==> config.mk <==
export PLATFORM = sky130hd
export DESIGN_NAME = count_bcd_converter_flat
export DESIGN_NICKNAME = d
export VERILOG_FILES = /design/src/rtl/count_pkg.sv /design/src/rtl/count_bcd_converter_if.sv /design/src/rtl/bcd_digit_adj.sv /design/src/rtl/count_bcd_converter.sv /design/src/flat_wrapper.sv
export SDC_FILE = /design/constraint.sdc
export NUM_CORES = 1
export LEC_CHECK = 0
export CAP_MARGIN = 20
export CORE_UTILIZATION = 35
export DETAILED_ROUTE_END_ITERATION = 8
export HOLD_SLACK_MARGIN = 0.15
export SLEW_MARGIN = 0
export SYNTH_ARGS = -nofsm -noshare
export SYNTH_HDL_FRONTEND = slang
export SYNTH_SLANG_ARGS = --single-unit
==> constraint.sdc <==
create_clock -name clk -period 3.7 [get_ports clk]
set_input_delay 1.11 -clock clk [delete_from_list [all_inputs] [get_ports clk]]
set_output_delay 1.11 -clock clk [all_outputs]
set_load 0.02 [all_outputs]
==> src/rtl/count_pkg.sv <==
// Shared definitions for the count BCD conversion slice: default widths,
// converter FSM states and the significant-digit helper.
package count_pkg;

    localparam int DATA_W_DEF = 32;
    localparam int DIGITS_DEF = 10;
    localparam int MAX_DIGITS = 16;

    typedef enum logic [1:0] {
        IDLE  = 2'd0,
        SHIFT = 2'd1,
        DONE  = 2'd2
    } state_t;

    // Callers zero-extend their packed BCD to MAX_DIGITS; a zero value still reports one digit.
    function automatic int clz_digits(input logic [4*MAX_DIGITS-1:0] bcd, input int ndig);
        int n;
        n = 1;
        for (int i = 0; i < MAX_DIGITS; i++) begin
            if ((i < ndig) && (bcd[4*i +: 4] != 4'd0)) begin
                n = i + 1;
            end
        end
        return n;
    endfunction

endpackage

==> src/rtl/count_bcd_converter_if.sv <==
// Handshake bundle between the counter result, the BCD converter and the display stage.
interface count_bcd_converter_if
    import count_pkg::*;
#(
    parameter int DATA_W = DATA_W_DEF,
    parameter int DIGITS = DIGITS_DEF,
    parameter int NDIG_W = 4
);

    logic                in_valid;
    logic                in_ready;
    logic [DATA_W-1:0]   in_data;
    logic                out_valid;
    logic                out_ready;
    logic [4*DIGITS-1:0] out_bcd;
    logic [NDIG_W-1:0]   out_ndigits;

    modport master (
        output in_valid,
        output in_data,
        output out_ready,
        input  in_ready,
        input  out_valid,
        input  out_bcd,
        input  out_ndigits
    );

    modport slave (
        input  in_valid,
        input  in_data,
        input  out_ready,
        output in_ready,
        output out_valid,
        output out_bcd,
        output out_ndigits
    );

endinterface

==> src/rtl/bcd_digit_adj.sv <==
// Double-dabble correction for one BCD digit: add 3 when the digit is 5 or more.
module bcd_digit_adj (
    input  logic [3:0] din,
    output logic [3:0] dout
);

    assign dout = (din >= 4'd5) ? (din + 4'd3) : din;

endmodule

==> src/rtl/count_bcd_converter.sv <==
// Iterative binary-to-packed-BCD converter with significant-digit count,
// valid/ready on both sides and one conversion in flight.
module count_bcd_converter
    import count_pkg::*;
#(
    parameter int DATA_W = DATA_W_DEF,
    parameter int DIGITS = DIGITS_DEF,
    parameter int NDIG_W = 4
) (
    input  logic                 clk,
    input  logic                 reset,
    count_bcd_converter_if.slave bus
);

    localparam int BCD_W  = 4 * DIGITS;
    localparam int ITER_W = (DATA_W > 1) ? $clog2(DATA_W) : 1;

    state_t state, state_next;

    logic [DATA_W-1:0]      bin_q;
    logic [DATA_W-1:0]      bin_next;
    logic [BCD_W-1:0]       bcd_q;
    logic [BCD_W-1:0]       bcd_adj;
    logic [BCD_W-1:0]       bcd_next;
    logic [ITER_W-1:0]      iter_q;
    logic [BCD_W-1:0]       out_bcd_q;
    logic [NDIG_W-1:0]      out_ndig_q;
    logic [NDIG_W-1:0]      ndig_next;
    logic [4*MAX_DIGITS-1:0] bcd_wide;
    logic                   last_iter;
    logic                   in_fire;
    logic                   out_fire;

    for (genvar g = 0; g < DIGITS; g++) begin : g_adj
        bcd_digit_adj u_adj (
            .din  (bcd_q[4*g +: 4]),
            .dout (bcd_adj[4*g +: 4])
        );
    end

    assign {bcd_next, bin_next} = {bcd_adj, bin_q} << 1;
    assign last_iter            = (iter_q == ITER_W'(DATA_W - 1));

    assign bus.in_ready    = (state == IDLE) && !reset;
    assign bus.out_valid   = (state == DONE);
    assign bus.out_bcd     = out_bcd_q;
    assign bus.out_ndigits = out_ndig_q;

    assign in_fire  = bus.in_valid && bus.in_ready;
    assign out_fire = bus.out_valid && bus.out_ready;

    always_comb begin
        bcd_wide                = '0;
        bcd_wide[BCD_W-1:0]     = bcd_next;
        ndig_next               = NDIG_W'(clz_digits(bcd_wide, DIGITS));
    end

    always_ff @(posedge clk) begin
        if (reset) begin
            state <= IDLE;
        end else begin
            state <= state_next;
        end
    end

    always_comb begin
        state_next = state;
        case (state)
            IDLE:    if (in_fire)   state_next = SHIFT;
            SHIFT:   if (last_iter) state_next = DONE;
            DONE:    if (out_fire)  state_next = IDLE;
            default:                state_next = IDLE;
        endcase
    end

    // Result registers load only on the final iteration, so they stay frozen while DONE waits.
    always_ff @(posedge clk) begin
        if (reset) begin
            bin_q      <= '0;
            bcd_q      <= '0;
            iter_q     <= '0;
            out_bcd_q  <= '0;
            out_ndig_q <= NDIG_W'(1);
        end else begin
            case (state)
                IDLE: begin
                    if (in_fire) begin
                        bin_q  <= bus.in_data;
                        bcd_q  <= '0;
                        iter_q <= '0;
                    end
                end
                SHIFT: begin
                    bin_q <= bin_next;
                    bcd_q <= bcd_next;
                    if (last_iter) begin
                        out_bcd_q  <= bcd_next;
                        out_ndig_q <= ndig_next;
                    end else begin
                        iter_q <= iter_q + ITER_W'(1);
                    end
                end
                default: begin
                end
            endcase
        end
    end

endmodule

==> src/flat_wrapper.sv <==
// flat-port wrapper written by rule: the top's interface ports become plain ports
module count_bcd_converter_flat import count_pkg::*;
#(
    parameter int DATA_W = DATA_W_DEF,
    parameter int DIGITS = DIGITS_DEF,
    parameter int NDIG_W = 4
)
  (clk, reset, bus_in_valid, bus_in_data, bus_out_ready, bus_in_ready, bus_out_valid, bus_out_bcd, bus_out_ndigits);
  count_bcd_converter_if #(.DATA_W(DATA_W), .DIGITS(DIGITS), .NDIG_W(NDIG_W)) bus_i ();
  input  logic clk;
  input  logic reset;
  input wire logic [$bits(bus_i.in_valid)-1:0] bus_in_valid;
  input wire logic [$bits(bus_i.in_data)-1:0] bus_in_data;
  input wire logic [$bits(bus_i.out_ready)-1:0] bus_out_ready;
  output wire logic [$bits(bus_i.in_ready)-1:0] bus_in_ready;
  output wire logic [$bits(bus_i.out_valid)-1:0] bus_out_valid;
  output wire logic [$bits(bus_i.out_bcd)-1:0] bus_out_bcd;
  output wire logic [$bits(bus_i.out_ndigits)-1:0] bus_out_ndigits;
  assign bus_i.in_valid = bus_in_valid;
  assign bus_i.in_data = bus_in_data;
  assign bus_i.out_ready = bus_out_ready;
  assign bus_in_ready = bus_i.in_ready;
  assign bus_out_valid = bus_i.out_valid;
  assign bus_out_bcd = bus_i.out_bcd;
  assign bus_out_ndigits = bus_i.out_ndigits;
  count_bcd_converter #(.DATA_W(DATA_W), .DIGITS(DIGITS), .NDIG_W(NDIG_W)) u_core (.clk(clk), .reset(reset), .bus(bus_i));
endmodule
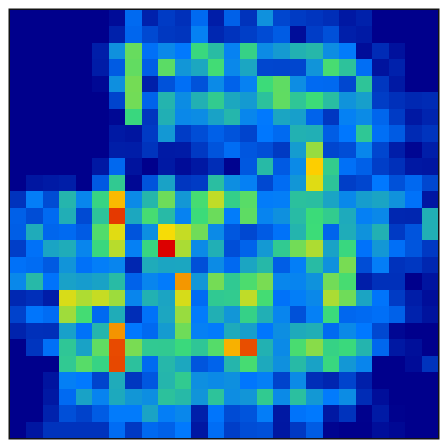
Fig. 1. Wiring heat map (run 1).
The die is cut into 26 by 26 equal tiles; dark blue is low, red is high, scaled to the fullest tile. Values are wire area over tile area, all layers added.
9.5% of the tiles are over half the peak. 17% of the tiles are nearly empty. The mean over all tiles is 0.13. The fullest tile reaches 0.55. The emptiest ninth of the die: north-west.
GRT Overall Usage: 0.1756
DR WL/cell: 14.54 µm
via count: 5,241
final wirelength: 14,730 µm

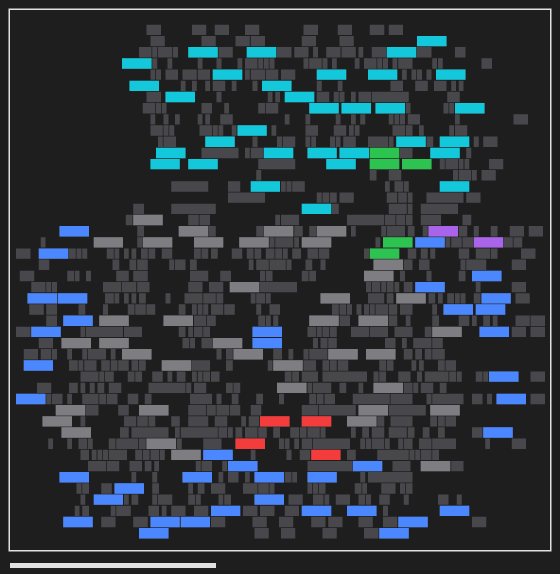
Fig. 2. Sequential cells coloured by netlist name (run 1).
The bar under the picture is 50 µm long. Other sequential cells in the stronger grey, the rest of the logic in the fainter grey.
Cyan shows `u_core.bin_q`, placed flops 32. Green shows `u_core.iter_q`, placed flops 5. Red shows `u_core.bus.out_ndigits`, placed flops 4, where south. Purple shows `u_core.state`, placed flops 2. Blue shows `u_core.bus.out_bcd`, placed flops 40.
Another 40 sequential cells are not coloured.
FF/Latch Area: 0.002462 mm²
Final Core Density: 0.4606
seq pwr: 0.00138 W
sequential portion of the cell area: 0.3317

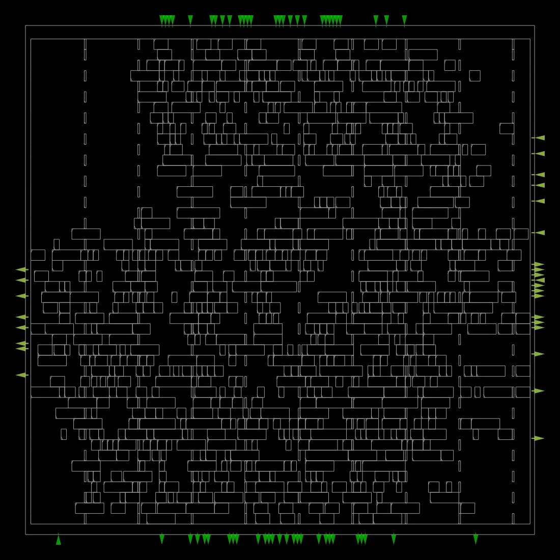
Fig. 3. Cell placement (run 1).
post-route insts no fill: 1,013
fillers: 1,579
FP Rows: 46
Tapcells: 216
area of the core: 0.01612 mm²

==> run 1: power groups by stage <==
stage	clock [W]	combinational, W	sequential [W]
floorplan	0	0.000140	0.00141
global placement	0	0.000209	0.00141
detailed placement	0	0.000215	0.00141
CTS	0.00181	0.000216	0.00138
global route	0.00187	0.000238	0.00139
finish	0.00177	0.000214	0.00138
==> run 1: placed cells by master (no fill, tap or decap), types with 3 or more instances in the layout <==
master	instances
ha_1	22
mux2_2	3
dfxtp_1	123
nand2_1	95
clkdlybuf4s50_1	80
a311oi_1	32
clkinv_2	3
inv_1	20
a21oi_1	59
mux2_4	4
nor3b_1	18
nor2_1	131
clkinvlp_4	3
and2_1	5
nor2b_1	4
nor3_1	18
buf_4	9
clkbuf_16	17
o21ai_1	7
mux2i_1	5
a22oi_1	4
a21oi_2	6
a211oi_1	19
xnor2_1	12
nand3_1	19
o21ai_0	12
bufinv_16	4
nand2b_1	8
clkbuf_8	3
a31oi_1	22
==> run 1: worst reg2reg max path: stages, from the launching register on <==
cell and delay, ps:
dfxtp_1 370, inv_1 90, ha_1 250, nand2b_1 120, nor3b_1 150, a21oi_1 390
o2111ai_1 230, and3b_1 230, nor3_1 210, o31ai_1 90
==> run 1: sequential cells by signal, indices dropped and copies added (netlist names) <==
register,cells
u_core.bcd_q,40
u_core.state,2
u_core.iter_q,5
u_core.bus.out_ndigits,4
u_core.bin_q,32
u_core.bus.out_bcd,40
==> run 1: how the worst max path moves through the flow <==
stage	endpoint	slack [ps]	cells past startpoint	startpoint
after floorplan	bus_in_ready	700	3	reset
final	bus_in_ready	580	3	reset
after detailed placement	bus_in_ready	560	3	reset
after global placement	bus_in_ready	570	3	reset
after global routing	bus_in_ready	500	3	reset
after CTS	bus_in_ready	560	3	reset
==> results_dict.tcl, run 1 <==
# implementation run metrics
set metrics [dict create \
    critPathLaunchType "input pin" \
    cp-end-kind "primary output" \
    logic_gate_count 532 \
    hold_depth 2 \
    ir_worst_vdd_v 0.0003045 \
    route.met3.wl_um 459 \
    top_cell_area_share 0.4207 \
    dieArea_mm2 0.01724 \
    finClkSkew_ps 5.650 \
    status "completed" \
    rsz0062_at_grt "false" \
    antenna_found_initial 0 \
    io_pins 82 \
    synthSimpleGateAreaFrac 0.2456 \
    post-cts-setup-buffers 0 \
    drive_gt1_frac 0.08156 \
    ys_sh_xor 0.02095 \
    drt-initial-drc-count 411 \
    synth-edff-count 0 \
    ff_count 123 \
    p_seq_frac 0.411 \
    buffer_area_frac 0.1170 \
    die.size.y_um 131.3 \
]
## Run 2: what changed since run 1
- clock period: 3.7 -> 2.55 ns (I/O delays scaled with it)
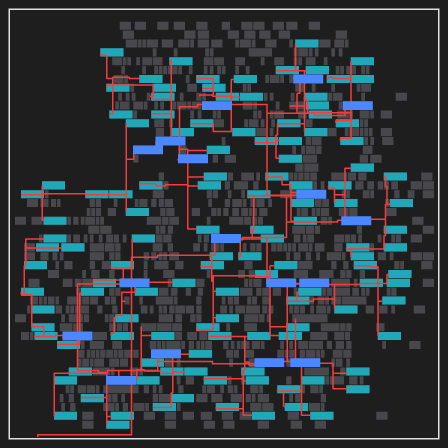
Fig. 4. Clock distribution (run 2).
Cyan shows flip-flops, count 123. Blue shows cells driving clock nets, count 17. Red shows clock wires, length 1,660 µm.
There are 18 routed clock nets. Position of the flops: all over the die.
clk latency late pin: 420 ps
clock share of power: 0.503
Power Clock: 0.00235 W
Final Skew: 7.284 ps

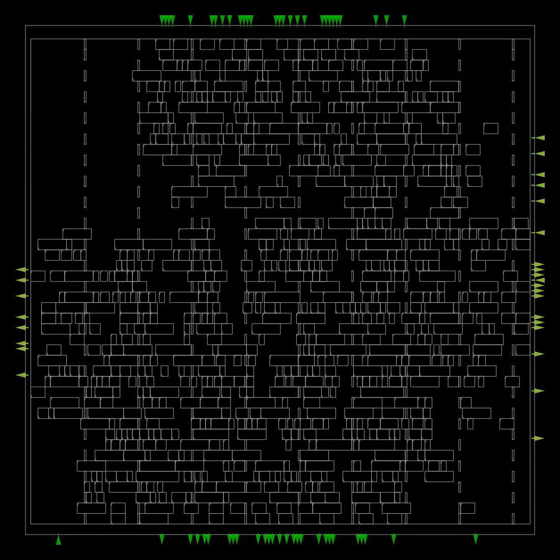
Fig. 5. Cell placement (run 2).
sequential portion of the cell area: 0.3322
registers: 123

==> run 2 against run 1 <==
Hold slack worse by 4.8 ps; flip-flop count stayed put; design area fell by 0.15%; setup slack lost 480 ps; clock skew up 1.6 ps; routed wire length shrank 2.7%; combinational power is 46% higher; global-route usage decreased by 0.45 points; clock power is 33% higher; first-iteration DRC count decreased by 24%; utilization shrank 0.070 points; sequential power increased by 46%; critical path type unchanged.
==> results_dict.tcl, run 2 <==
# implementation run metrics
set metrics [dict create \
    rows 46 \
    io_pins 82 \
    seq_area_frac_synth 0.4207 \
    critPathLaunchType "input pin" \
    track_usage 0.1712 \
    cts-root-buf "clkbuf_16" \
    status "completed" \
    cp-end-kind "primary output" \
    ys_sh_xor 0.02095 \
    grt_pass1_wl_um 24100 \
    wl_per_cell_um 14.09 \
    first_pass_iters 4 \
    dp_hpwl_um 9532 \
    tool_warnings 38 \
    dieArea_mm2 0.01724 \
    worstMarginPinSlew_ps 994.6 \
    worstHoldPathType "flop to flop" \
    logic_family "simple AND/OR/NAND/NOR gates" \
    synth_cell_types 47 \
    post-cts-setup-buffers 0 \
    die.size.y_um 131.3 \
    ir_worst_vdd_v 0.0004613 \
    syn_avg_cell_area_um2 8.073 \
    final.setup.tns_ps 0 \
    antenna_found_initial 0 \
    ys.flops 123 \
    final_cell_mix "nor2_1 (131), dfxtp_1 (123), nand2_1 (95), clkdlybuf4s50_1 (80), a21oi_1 (59)" \
    totalWireLength_um 14330 \
    final_cells 1017 \
    drt-initial-drc-count 312 \
    area_leaders "dfxtp_1 (42%), nor2_1 (8.4%), nand2_1 (6.2%)" \
    gr-total-overflow 0 \
    crit_arrival_ps 1680 \
    vias 5193 \
    finalCriticalPeriod_ps 2447 \
    synthSimpleGateAreaFrac 0.2456 \
    cts_resized 0 \
    required_ps 1790 \
    post-route-drc-count 0 \
    syn_area_mm2 0.005853 \
    synth-async-reset-ratio 0 \
    cap_violations 0 \
    rsz0062_at_grt "false" \
    layout_top_cell "nor2_1" \
    fp.coreArea_mm2 0.01612 \
    synth-edff-count 0 \
    antennaDiodeCount 0 \
    drive_gt1_frac 0.08240 \
    top_cell_area_share 0.4207 \
]
==> run 2: final cells by class <==
class,count,area (µm²)
sequential,123,2462
timing repair buffer,93,910.9
multi-input combinational,532,3107
inverter,21,78.83
clock buffer,25,495.5
clock inverter,7,87.58
fill,1621,8703
tap,216,270.3
==> run 2: report_power, final <==
part | internal (W) | switching, W | total (W)
combinational | 0.000118 | 0.000195 | 0.000313
sequential | 0.00198 | 0.0000309 | 0.00201
clock | 0.00153 | 0.000821 | 0.00235
==> run 2: per-stage QoR <==
stage          worst slack, ps  area [µm²]  hold WS, ps    util  total power (W)
3_3_place_gp             15.20        6829        445.7  0.4238         0.002355
3_5_place_dp            -43.24        6829        448.9  0.4238         0.002363
2_1_floorplan            237.6        5853        445.4       -         0.002243
5_1_grt                  62.26        7412        473.8  0.4599         0.004850
4_1_cts                  80.28        7412        456.4  0.4599         0.004733
6_report                 103.4        7412        452.7  0.4599         0.004677
==> run 2: final timing paths <==
path,start,end,slack [ps],cells past startpoint
max reg2reg,u_core.bcd_q[8]$_SDFFE_PP0P_,u_core.bus.out_ndigits[0]$_SDFFE_PP1P_,330,9
min,u_core.bus.out_bcd[37]$_SDFFE_PP0P_,u_core.bus.out_bcd[37]$_SDFFE_PP0P_,450,2
min reg2reg,u_core.bus.out_bcd[37]$_SDFFE_PP0P_,u_core.bus.out_bcd[37]$_SDFFE_PP0P_,450,2
max,reset,bus_in_ready,100,3
==> run 2: routing by layer <==
layer,wire [µm],global-route usage,vias to the layer above
met3,526,0.04475,10
met4,121,0.06072,0
li1,-,-,2647
met5,0,0,-
met1,6597,0.2125,2452
met2,7082,0.2849,84
==> run 2: worst min-delay path, cell delays in order (launching register included) <==
cell	delay, ps
dfxtp_1	300
nand2_1	50
a21oi_1	50
## Run 3: what changed since run 2
- CAP_MARGIN: 20 -> unset
- SLEW_MARGIN: 0 -> unset
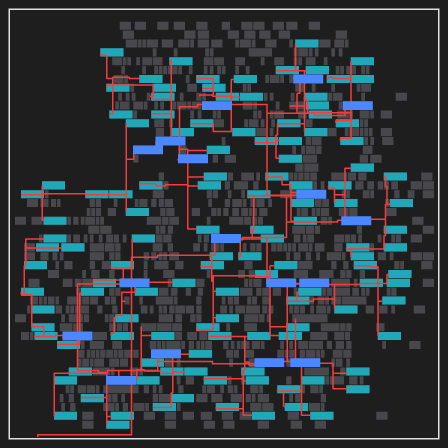
Fig. 6. Clock distribution (run 3).
Cyan shows flip-flops, count 123. Blue shows cells driving clock nets, count 17. Red shows clock wires, length 1,660 µm.
There are 18 routed clock nets.

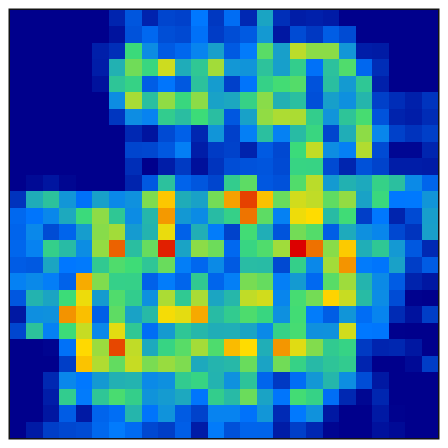
Fig. 7. Wiring heat map (run 3).
The die is cut into 26 by 26 equal tiles; dark blue is low, red is high, scaled to the fullest tile. Values are wire area over tile area, all layers added.
GRT Overall Usage: 0.1712
DR WL/cell: 14.09 µm
via count: 5,193

==> run 3 against run 2 <==
Routed wire length is the same; critical path type unchanged; design area is the same; critical endpoint unchanged; count of clock-buffer cells in the layout is the same; combinational power hardly changed; die area unchanged; register-to-register slack about the same; largest power group unchanged.
==> results_dict.tcl, run 3 <==
# implementation run metrics
set metrics [dict create \
    crit_arrival_ps 1680 \
    fin_ws_ps 103.4 \
    top_layer "met4" \
    dieArea_mm2 0.01724 \
    antenna_found_initial 0 \
    drive_gt1_frac 0.08240 \
    finalCriticalPeriod_ps 2447 \
    worstMarginPinSlew_ps 994.6 \
    tool_warnings 38 \
    syn_area_mm2 0.005853 \
    final_cell_mix "nor2_1 (131), dfxtp_1 (123), nand2_1 (95), clkdlybuf4s50_1 (80), a21oi_1 (59)" \
    critPathLaunchType "input pin" \
    ir_worst_vdd_v 0.0004613 \
    status "completed" \
    required_ps 1790 \
    final_cells 1017 \
    combPwrFrac 0.067 \
    layout_top_cell "nor2_1" \
    pg_seq_w 0.00201 \
    area_leaders "dfxtp_1 (42%), nor2_1 (8.4%), nand2_1 (6.2%)" \
    rsz0062_at_grt "false" \
    grt_pass1_wl_um 24100 \
    maxPowerGroup "clock" \
    clock_latency_ps 420 \
    final.setup.tns_ps 0 \
    swShare 0.2239 \
    route.met3.wl_um 526 \
    p_int_w 0.003630 \
    dp_hpwl_um 9532 \
    seq_area_frac_synth 0.4207 \
    drt-initial-drc-count 312 \
    post-route-drc-count 0 \
    dpl_worst_slack_ps -43.24 \
    finClkSkew_ps 7.284 \
    gr-total-overflow 0 \
    route.layer.met1.wl_um 6597 \
    first_pass_iters 4 \
    synth-edff-count 0 \
    worstHoldPathType "flop to flop" \
    rows 46 \
    post-cts-setup-buffers 0 \
    p_clk_frac 0.503 \
    ys.flops 123 \
    cts-root-buf "clkbuf_16" \
    power_clock_w 0.00235 \
    nFillCells 1621 \
]
[run 3: cell counts after synthesis]
No cell type changed its count.
[run 3: logic make-up (layout without fill, tap and decap cells)]
logic type,after synthesis,after routing,synth area share
flip-flops,123,123,0.4207
adder cells (fa/ha/maj),22,22,0.04703
buffers and inverters,70,146,0.05023
multiplexers,13,13,0.02651
AND-OR/OR-AND,168,168,0.1890
AND/OR/NAND/NOR,315,315,0.2456
XOR/XNOR,14,14,0.02095
[run 3: layout make-up]
cell class | count | area (µm²) | share of cell area
inverter | 21 | 78.83 | 0.01063
multi-input combinational | 532 | 3107 | 0.4191
timing repair buffer | 93 | 910.9 | 0.1229
clock buffer | 25 | 495.5 | 0.06685
clock inverter | 7 | 87.58 | 0.01182
sequential | 123 | 2462 | 0.3322
tap | 216 | 270.3 | 0.03646
[run 3: through the flow]
step | instance area [µm²] | power, W
floorplan | 5853 | 0.002243
global placement | 6829 | 0.002355
detailed placement | 6829 | 0.002363
CTS | 7412 | 0.004733
global route | 7412 | 0.004850
finish | 7412 | 0.004677
[run 3: path summary, 6_finish.rpt]
path,startpoint,to,slack [ps],cells past startpoint
worst max-delay path,reset,bus_in_ready,100,3
worst min-delay path,u_core.bus.out_bcd[37]$_SDFFE_PP0P_,u_core.bus.out_bcd[37]$_SDFFE_PP0P_,450,2
worst max register to register,u_core.bcd_q[8]$_SDFFE_PP0P_,u_core.bus.out_ndigits[0]$_SDFFE_PP1P_,330,9
worst min register to register,u_core.bus.out_bcd[37]$_SDFFE_PP0P_,u_core.bus.out_bcd[37]$_SDFFE_PP0P_,450,2
[run 3: layer usage]
layer,up-vias,track usage
met4,0,0.06072
met2,84,0.2849
met3,10,0.04475
met5,-,0
met1,2452,0.2125
li1,2647,-
Power figures rest on the tool's default switching activity, not on a simulated workload.
